<file path="config.mk">
export PLATFORM = sky130hd
export DESIGN_NAME = mux_n_arb_flat
export DESIGN_NICKNAME = d
export VERILOG_FILES = /design/src/rtl/mux_n_arb_pkg.sv /design/src/rtl/mux_n_arb_if.sv /design/src/rtl/mux_n_arb_rr.sv /design/src/rtl/mux_n_arb.sv /design/src/flat_wrapper.sv
export SDC_FILE = /design/constraint.sdc
export NUM_CORES = 1
export LEC_CHECK = 0
export ABC_AREA = 1
export CORE_MARGIN = 2
export CORE_UTILIZATION = 25
export CTS_CLUSTER_DIAMETER = 120
export DETAILED_ROUTE_END_ITERATION = 8
export PLACE_DENSITY = 0.59
export SLEW_MARGIN = 20
export SYNTH_ARGS = -nofsm -noshare
export SYNTH_HDL_FRONTEND = slang
export SYNTH_SLANG_ARGS = --single-unit
</file>
<file path="constraint.sdc">
create_clock -name clk -period 1.89 [get_ports clk]
set_clock_uncertainty 0.2 [all_clocks]
set_input_delay 0.189 -clock clk [delete_from_list [all_inputs] [get_ports clk]]
set_output_delay 0.189 -clock clk [all_outputs]
set_load 0.01 [all_outputs]
</file>
<file path="src/rtl/mux_n_arb_pkg.sv">
//------------------------------------------------------------------------------
// Module : mux_pkg
// Brief  : Shared mode and state encodings for the mux_n_arb operand selector.
// Rev    : 1.0  initial release
//------------------------------------------------------------------------------
`default_nettype none

package mux_pkg;

  localparam logic MODE_SEL = 1'b0;
  localparam logic MODE_ARB = 1'b1;

  typedef enum logic [0:0] {
    ST_EMPTY = 1'b0,
    ST_FULL  = 1'b1
  } state_t;

endpackage

`default_nettype wire

</file>
<file path="src/rtl/mux_n_arb_if.sv">
//------------------------------------------------------------------------------
// Module : mux_n_arb_if
// Brief  : Select/handshake bundle between operand sources and the mux_n_arb block.
// Rev    : 1.0  initial release
//------------------------------------------------------------------------------
`default_nettype none

interface mux_n_arb_if #(
  parameter int WIDTH    = 16,
  parameter int CHANNELS = 4
);
  localparam int SEL_W = $clog2(CHANNELS);

  logic                      mode;
  logic [SEL_W-1:0]          sel;
  logic [CHANNELS-1:0]       in_valid;
  logic [CHANNELS*WIDTH-1:0] in_data;
  logic [CHANNELS-1:0]       in_ready;
  logic                      out_valid;
  logic                      out_ready;
  logic [WIDTH-1:0]          out_data;
  logic [SEL_W-1:0]          out_chan;

  modport slave (
    input  mode, sel, in_valid, in_data, out_ready,
    output in_ready, out_valid, out_data, out_chan
  );

  modport master (
    output mode, sel, in_valid, in_data, out_ready,
    input  in_ready, out_valid, out_data, out_chan
  );

endinterface

`default_nettype wire

</file>
<file path="src/rtl/mux_n_arb_rr.sv">
//------------------------------------------------------------------------------
// Module : mux_arb_rr
// Brief  : Request vector to one-hot grant. Round-robin from ptr when MUX_RR_EN
//          is defined, otherwise fixed priority with channel 0 highest.
// Rev    : 1.0  initial release
//------------------------------------------------------------------------------
`default_nettype none

module mux_arb_rr #(
  parameter int CHANNELS = 4,
  parameter int SEL_W    = $clog2(CHANNELS)
) (
  input  logic [CHANNELS-1:0] req,
`ifdef MUX_RR_EN
  input  logic [SEL_W-1:0]    ptr,
`endif
  output logic [CHANNELS-1:0] gnt,
  output logic [SEL_W-1:0]    idx,
  output logic                any
);

  always_comb begin
    gnt = '0;
    idx = '0;
    any = 1'b0;
    for (int k = 0; k < CHANNELS; k++) begin
      int c;
`ifdef MUX_RR_EN
      // ptr is always a legal index, so the wrap needs only one modulo
      c = (int'(ptr) + k) % CHANNELS;
`else
      c = k;
`endif
      if (!any && req[c]) begin
        any    = 1'b1;
        idx    = SEL_W'(c);
        gnt[c] = 1'b1;
      end
    end
  end

endmodule

`default_nettype wire

</file>
<file path="src/rtl/mux_n_arb.sv">
//------------------------------------------------------------------------------
// Module : mux_n_arb
// Brief  : N:1 operand mux with one-entry registered output and valid/ready
//          handshake. Define MUX_RR_EN for round-robin arbitration in MODE_ARB.
// Rev    : 1.0  initial release
//------------------------------------------------------------------------------
`default_nettype none

module mux_n_arb
  import mux_pkg::*;
#(
  parameter int WIDTH    = 16,
  parameter int CHANNELS = 4
) (
  input  logic        clk,
  input  logic        rst,
  mux_n_arb_if.slave  bus
);

  localparam int SEL_W = $clog2(CHANNELS);

  state_t              r_state;
  state_t              w_state_nxt;
  logic [WIDTH-1:0]    r_data;
  logic [SEL_W-1:0]    r_chan;
  logic                w_load_ok;
  logic                w_xfer;
  logic                w_sel_hit;
  logic [CHANNELS-1:0] w_arb_gnt;
  logic [SEL_W-1:0]    w_arb_idx;
  logic                w_arb_any;
  logic [CHANNELS-1:0] w_gnt_vec;
  logic [SEL_W-1:0]    w_gnt_idx;
  logic                w_gnt_any;

`ifdef MUX_RR_EN
  logic [SEL_W-1:0]    r_ptr;
`endif

  mux_arb_rr #(
    .CHANNELS (CHANNELS),
    .SEL_W    (SEL_W)
  ) u_arb (
    .req (bus.in_valid),
`ifdef MUX_RR_EN
    .ptr (r_ptr),
`endif
    .gnt (w_arb_gnt),
    .idx (w_arb_idx),
    .any (w_arb_any)
  );

  // Grant source: explicit select or arbiter
  always_comb begin
    w_sel_hit = (int'(bus.sel) < CHANNELS) && bus.in_valid[bus.sel];
    w_gnt_vec = '0;
    w_gnt_idx = bus.sel;
    w_gnt_any = w_sel_hit;
    if (bus.mode == MODE_ARB) begin
      w_gnt_vec = w_arb_gnt;
      w_gnt_idx = w_arb_idx;
      w_gnt_any = w_arb_any;
    end else if (w_sel_hit) begin
      w_gnt_vec = CHANNELS'(1) << bus.sel;
    end
  end

  // Next state and handshake outputs
  always_comb begin
    w_state_nxt   = r_state;
    w_load_ok     = (r_state == ST_EMPTY) || bus.out_ready;
    w_xfer        = w_load_ok && w_gnt_any;
    bus.in_ready  = w_load_ok ? w_gnt_vec : '0;
    bus.out_valid = (r_state == ST_FULL);
    if (w_xfer) begin
      w_state_nxt = ST_FULL;
    end else if (w_load_ok) begin
      w_state_nxt = ST_EMPTY;
    end
  end

  always_ff @(posedge clk or posedge rst) begin
    if (rst) begin
      r_state <= ST_EMPTY;
    end else begin
      r_state <= w_state_nxt;
    end
  end

  always_ff @(posedge clk or posedge rst) begin
    if (rst) begin
      r_data <= '0;
      r_chan <= '0;
    end else if (w_xfer) begin
      r_data <= bus.in_data[w_gnt_idx*WIDTH +: WIDTH];
      r_chan <= w_gnt_idx;
    end
  end

`ifdef MUX_RR_EN
  // Pointer holds the next search start; only arbitrated transfers move it
  always_ff @(posedge clk or posedge rst) begin
    if (rst) begin
      r_ptr <= '0;
    end else if (w_xfer && (bus.mode == MODE_ARB)) begin
      r_ptr <= (w_gnt_idx == SEL_W'(CHANNELS - 1)) ? '0 : w_gnt_idx + 1'b1;
    end
  end
`endif

  assign bus.out_data = r_data;
  assign bus.out_chan = r_chan;

endmodule

`default_nettype wire

</file>
<file path="src/flat_wrapper.sv">
// flat-port wrapper written by rule: the top's interface ports become plain ports
module mux_n_arb_flat import mux_pkg::*;
#(
  parameter int WIDTH    = 16,
  parameter int CHANNELS = 4
)
  (clk, rst, bus_mode, bus_sel, bus_in_valid, bus_in_data, bus_out_ready, bus_in_ready, bus_out_valid, bus_out_data, bus_out_chan);
  mux_n_arb_if #(.WIDTH(WIDTH), .CHANNELS(CHANNELS)) bus_i ();
  input  logic clk;
  input  logic rst;
  input wire logic [$bits(bus_i.mode)-1:0] bus_mode;
  input wire logic [$bits(bus_i.sel)-1:0] bus_sel;
  input wire logic [$bits(bus_i.in_valid)-1:0] bus_in_valid;
  input wire logic [$bits(bus_i.in_data)-1:0] bus_in_data;
  input wire logic [$bits(bus_i.out_ready)-1:0] bus_out_ready;
  output wire logic [$bits(bus_i.in_ready)-1:0] bus_in_ready;
  output wire logic [$bits(bus_i.out_valid)-1:0] bus_out_valid;
  output wire logic [$bits(bus_i.out_data)-1:0] bus_out_data;
  output wire logic [$bits(bus_i.out_chan)-1:0] bus_out_chan;
  assign bus_i.mode = bus_mode;
  assign bus_i.sel = bus_sel;
  assign bus_i.in_valid = bus_in_valid;
  assign bus_i.in_data = bus_in_data;
  assign bus_i.out_ready = bus_out_ready;
  assign bus_in_ready = bus_i.in_ready;
  assign bus_out_valid = bus_i.out_valid;
  assign bus_out_data = bus_i.out_data;
  assign bus_out_chan = bus_i.out_chan;
  mux_n_arb #(.WIDTH(WIDTH), .CHANNELS(CHANNELS)) u_core (.clk(clk), .rst(rst), .bus(bus_i));
endmodule
</file>
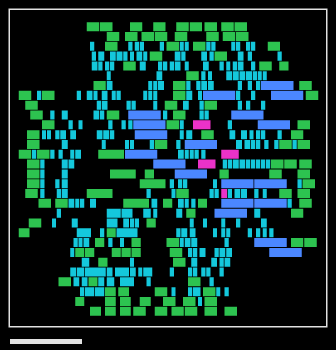
(placed cells, one color a class)
Scale bar: 20 um.
blue -> registers  # cells 19, share of their area 16%
cyan -> remaining logic cells  # cells 269, share of their area 41%
magenta -> clock drivers and dummy loads  # cells 4, share of their area 1.6%
green -> remaining buffers and delay cells  # cells 119, share of their area 41%

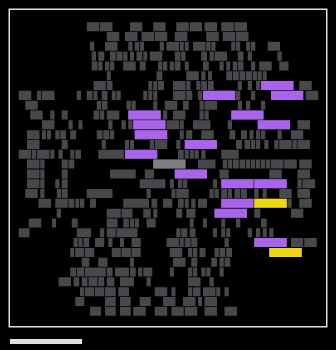
(sequential cells grouped by signal name)
Scale bar: 20 um. Other sequential cells in the stronger gray, the rest of the logic in the fainter gray.
yellow -> u_core.bus.out_chan  # flops 2
purple -> u_core.bus.out_data  # flops 16

==> results.cfg <==
; flow metrics
[finish]
clock_area_frac = 0.0153
sh_comb_area = 0.305
synthToLayoutAreaGrowth_pct = 72.9
inv_count = 72
instances_no_fill = 507
mostFrequentLayoutCells = nand2_1, clkdlybuf4s50_1, inv_1, nand3_1, dfrtp_1
mi_logic_area_um2 = 920

[global_routing]
antenna_found_initial = 0
grt_pass1_wl_um = 9180

[setup_path]
cp-end-kind = output pin
cp-startpoint = bus_in_valid[3]
path_cells = clkdlybuf4s50_1 -> nand3_1 -> nor2_1 -> o21a_1 -> dlygate4sd2_1
path_buffers = 2
cp.arrival_ns = 1.40
r2r_end = u_core.bus.out_data[15]
required_ns = 1.50

[power]
switching_share = 0.341
p_comb_frac = 0.511
peakVddDrop_v = 0.000175
p_comb_mw = 0.866
p_clk_mw = 0.275
p_switching_mw = 0.577

[timing]
setup_viol = 0
worstMarginPinSlew_ns = 0.483
period_used_share = 0.946
timing.setup.tns_ns = 0

[die]
die_area_mm2 = 0.00767
num_rows = 30
initCoreUtil = 0.257
ios = 97

[cts]
cts_buffers = 3
cts-root-buf = clkbuf_8
post_cts_buffers = 0
cts_tree = done
post_cts_resized = 10

[yosys]
synth-seq-cells = 19
yosysChipArea_mm2 = 0.00175
xor_area_frac = 0
synthArstFlopShare = 1.00
largest_area_cell = dfrtp_1
edf_count = 0
yosysWarnings = 0
yosys.stat.seqShare = 0.272
topCellsByArea = dfrtp_1, nand2_1, nand3_1
syn_nets = 377

[job]
max_cap_violations = 0
warnings = 26

[detailed_routing]
routed.top_layer = met4
first_iter_violations = 116
dr_wl_met3_um = 225
met2RoutedLength_um = 2830

[placed_design]
hpwl_um = 4760

[status]
outcome = finished clean
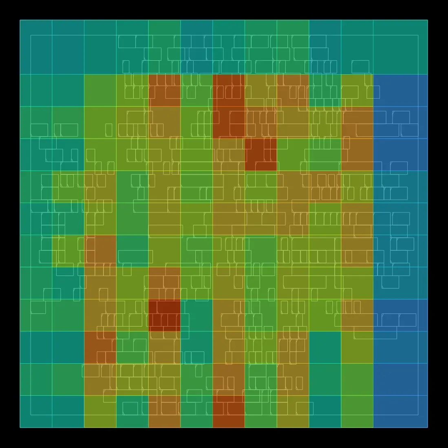
(routing congestion map)
global-route total usage across every layer: 0.151
WL per Instance: 11.5 um
met3 Usage GRT: 0.0141
met1 usage: 0.212
final core utilization: 0.444

